Fig. 1: run 1, register map, names as in the netlist
Scale bar: 20 um. Other sequential cells in the stronger gray, the rest of the logic in the fainter gray.
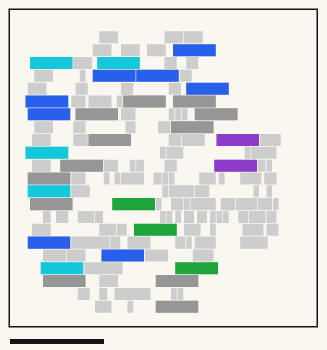
Fig. 2: run 1, metal 3
Scale bar: 20 um.
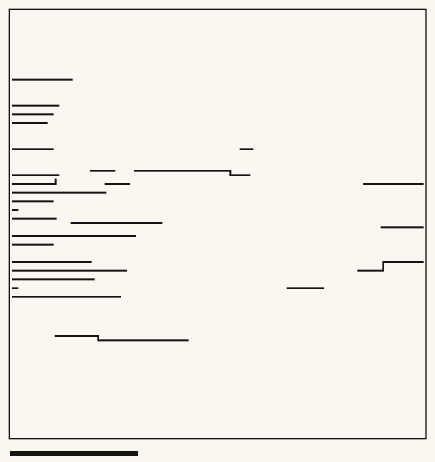
Fig. 3: run 1, cell classes on the final placement
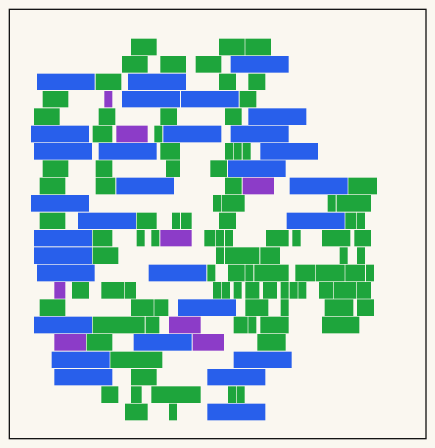
==> config.mk <==
export PLATFORM = sky130hd
export DESIGN_NAME = timer_apb_regif
export DESIGN_NICKNAME = d
export VERILOG_FILES = /design/src/rtl/timer_pkg.sv /design/src/rtl/apb_slave_fsm.sv /design/src/rtl/timer_apb_regif.sv
export SDC_FILE = /design/constraint.sdc
export NUM_CORES = 1
export LEC_CHECK = 0
export CAP_MARGIN = 0
export CORE_AREA = 2 2 63 65
export DETAILED_ROUTE_END_ITERATION = 10
export DIE_AREA = 0 0 65 67
export DONT_BUFFER_PORTS = 1
export GPL_TIMING_DRIVEN = 1
export SYNTH_ARGS = -nofsm -noshare
export SYNTH_HDL_FRONTEND = slang
export SYNTH_HIERARCHICAL = 1
export SYNTH_SLANG_ARGS = --single-unit
==> constraint.sdc <==
create_clock -name pclk -period 2.8 [get_ports pclk]
set_input_delay 0.7 -clock pclk [delete_from_list [all_inputs] [get_ports pclk]]
set_output_delay 0.7 -clock pclk [all_outputs]
set_load 0.005 [all_outputs]
==> notes.md, run 1 <==
yosys + openroad results -> status=completed, CTS HTree Levels=2, CTS tree=built, slowest CP cell=dfrtp_1, TritonCTS Buffers=5, Clock power frac=between 30 and 40%, die area=between 4000 and 5000 sq um, Req. time, crit path=~3000 ps, Distinct cells, synth=38, Yosys Instances=about 140, First DRT Iteration DRCs=30, mux share=14.6%, Critical Path Most Common Cell=inv_1, worst setup margin=455 ps, Setup Fix Bufs, Post-CTS=0, XOR Share, Synth=0%, portion of total power attributed to sequential cells=46.1%, M1 WL=1340 um, switching share of power=about 29%, WP data arrival=2520 ps, Die X-Extent=roughly 65 um, met2 WL post-DR=1750 um, Main logic family=AND-OR/OR-AND gates, top routing layer used=met4, initial antenna violation count=0, clk_lat worst skew=~280 ps, placed cell count=180, Pins Over Slew Limit=0, tool warnings=30, Cell area leaders=dfrtp_1 (47%), mux2_2 (11%), ha_1 (4.7%), Slew HR=between 70% and 80%, Synth area leader=dfrtp_1, number of remaining DRC errors=0, P&R area growth vs syn=7.40%, yosys adder share=4.67%, Net Count, Synth=roughly 170, Clock Path Buffers=2, NetSw=roughly 0.0003 W, busiest grt layer=met2, Tcrit/Tclk final=between 80 and 90%, HP Class=in -> async, DR WL met3=257 um, logic share of the area=a little under half, number of logic gates=a little over 90, ANT nets after route=0, Nets=176, Max-area cell class=logic gates, synthesized area per cell=11.7 sq um, Non-Clock Buffer Area Fraction=0%
About Fig. 1:
cyan -> tcr_q  # flops 5
green -> u_fsm/cnt_q  # flops 3
purple -> u_fsm/state_q  # flops 2
blue -> tdr_o  # flops 8
total sequential power: 0.000482 W
Util after Layout: 47.8%
Sequential cell area: 751 sq um
sequential cell area share: 43.5%

About Fig. 2:
main direction = horizontal
longest straight run = 19.1 um
share of all routed wire = 7.6%
nets with wire on the layer = 25
via count: 1111
GR Util met3: 7.60%
final wirelength: 3380 um

About Fig. 3:
green -> all other logic  # cells 102, share of their area 49%
blue -> flip-flops  # cells 30, share of their area 45%
purple -> clock drivers and dummy loads  # cells 8, share of their area 5.5%
Finished Cell Area: 1730 sq um
row count: 22
area of the core: 3610 sq um

## run 1: worst max-delay path: cells and delay by family (launching register included)
family	cells	cell delay [ps]
flip-flops	1	420
AND/OR/NAND/NOR	3	410
AND-OR/OR-AND	3	780
buffers and inverters	2	290
adder cells (fa/ha/maj)	1	340
## run 1: layout by cell type (no fill, tap or decap), types with 5 or more instances in the layout
cell       Yosys  routed
dfrtp_1       30      30
mux2_2        16      16
nand2_1       15      15
inv_1          9       9
nor2_1         6       6
a22oi_1        6       6
clkbuf_8       0       6
ha_1           6       6
nand3_1        5       5
o2bb2ai_1      5       5
## run 1: kinds of logic (layout without fill, tap and decap cells)
kind of cell    Yosys count  count (layout)
simple gates             41              41
buf+inv                  14              17
fa+ha+maj                 6               6
flops                    30              30
mux                      19              19
compound gates           27              27
## Run 2: what changed since run 1
==> constraint.sdc (replaced) <==
create_clock -name pclk -period 2.3 [get_ports pclk]
set_input_delay 0.575 -clock pclk [delete_from_list [all_inputs] [get_ports pclk]]
set_output_delay 0.575 -clock pclk [all_outputs]
set_load 0.005 [all_outputs]
==> run 2 against run 1 <==
Effect of this change:
- first-iteration DRC count is 6.7% higher
- die area stayed put
- largest power group unchanged
- register-to-register slack worse by 420 ps
- largest cell class unchanged
==> notes.md, run 2 <==
yosys + openroad results -> Die X-Extent=roughly 65 um, WP depth=11, Sequential cell area=between 700 and 800 sq um, First DRT Iteration DRCs=32, clk_lat worst skew=280 ps, Pins Over Slew Limit=0, kind of cell adding the most delay to the critical path=AND-OR/OR-AND gates, Net Count, Synth=approximately 170, CTS tree=built, die area=between 4000 and 5000 sq um, Synth area leader=dfrtp_1, portion of total power attributed to sequential cells=38.7%, Clock power frac=between 20% and 30%, Top Layout Cells=dfrtp_1 (30), mux2_2 (16), buf_4 (15), nand2_1 (14), logic share of the area=between 40% and 50%, top routing layer used=met4, Req. time, crit path=roughly 2500 ps, Yosys Instances=roughly 140, synthesized area per cell=roughly 12 sq um, number of logic gates=between 90 and 100, switching share of power=31.3%, Slew HR=approximately two thirds, total sequential power=a little under 0.0006 W, CP bufs+invs=4, M1 WL=approximately 1400 um, Max-area cell class=logic gates, met2 WL post-DR=~2100 um, HP Class=in -> async, area of the core=~3600 sq um, Nets=slightly below 200, NetSw=0.000475 W, worst setup margin=between 30 and 40 ps, DR WL met3=approximately 260 um, placed cell count=roughly 180, number of remaining DRC errors=0, ANT nets after route=0, slowest CP cell=dfrtp_1, most instantiated logic cell after routing=dfrtp_1, Cell area leaders=dfrtp_1 (47%), mux2_2 (11%), ha_1 (4.7%), status=completed, P&R area growth vs syn=26.8%, Distinct cells, synth=38, Non-Clock Buffer Area Fraction=8.17%
run 2: repair_timing:
action                                  in CTS  in global routing
endpoints found under the setup margin       3                  8
hold buffers                                 1                  0
pin swaps                                    2                  6
cloned                                       0                  1
buffers inserted                             2                 13
endpoints found under the hold margin       30                  0
resized                                      1                 32
run 2: logic make-up (layout without fill, tap and decap cells):
logic type	after synthesis	count (layout)	synth area share, %
AOI/OAI and AO/OA	27	27	15.0
adders and majority gates	6	6	4.67
buffers and inverters	14	36	4.13
DFF	30	30	46.7
muxes	19	19	14.6
and+or+nand+nor	41	41	14.9
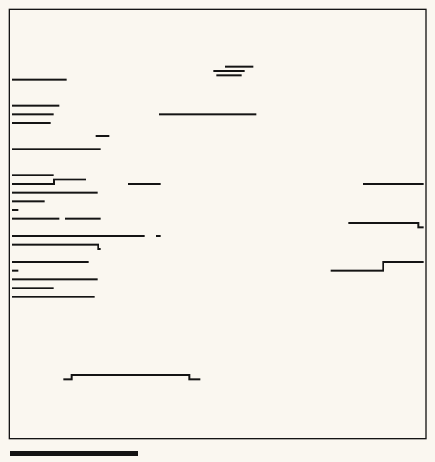
Fig. 4. Metal 3 (run 2).
Scale bar: 20 um.
share of all routed wire = 6.8%
wire length on this layer = 263 um
nets with wire on the layer = 26
longest straight run = 20.5 um
main direction = horizontal
via count: 1180
GR Util met3: 5.91%
final wirelength: 3880 um

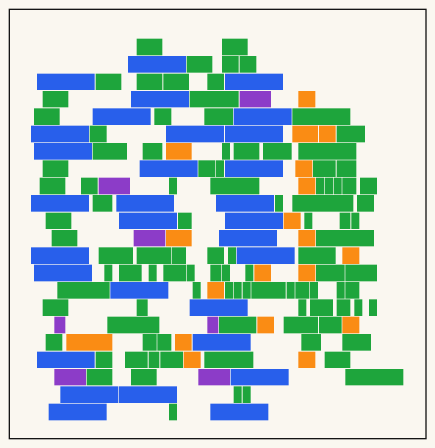
Fig. 5. Cell classes on the final placement (run 2).
orange -> other buffers and delay cells  # cells 19, share of their area 8.4%
green -> all other logic  # cells 103, share of their area 50%
purple -> clock drivers and dummy loads  # cells 7, share of their area 4.0%
blue -> flip-flops  # cells 30, share of their area 38%
sequential cell area share: 36.9%
Finished Cell Area: 2040 sq um
Util after Layout: 56.5%

Power and IR drop assume default switching activity.
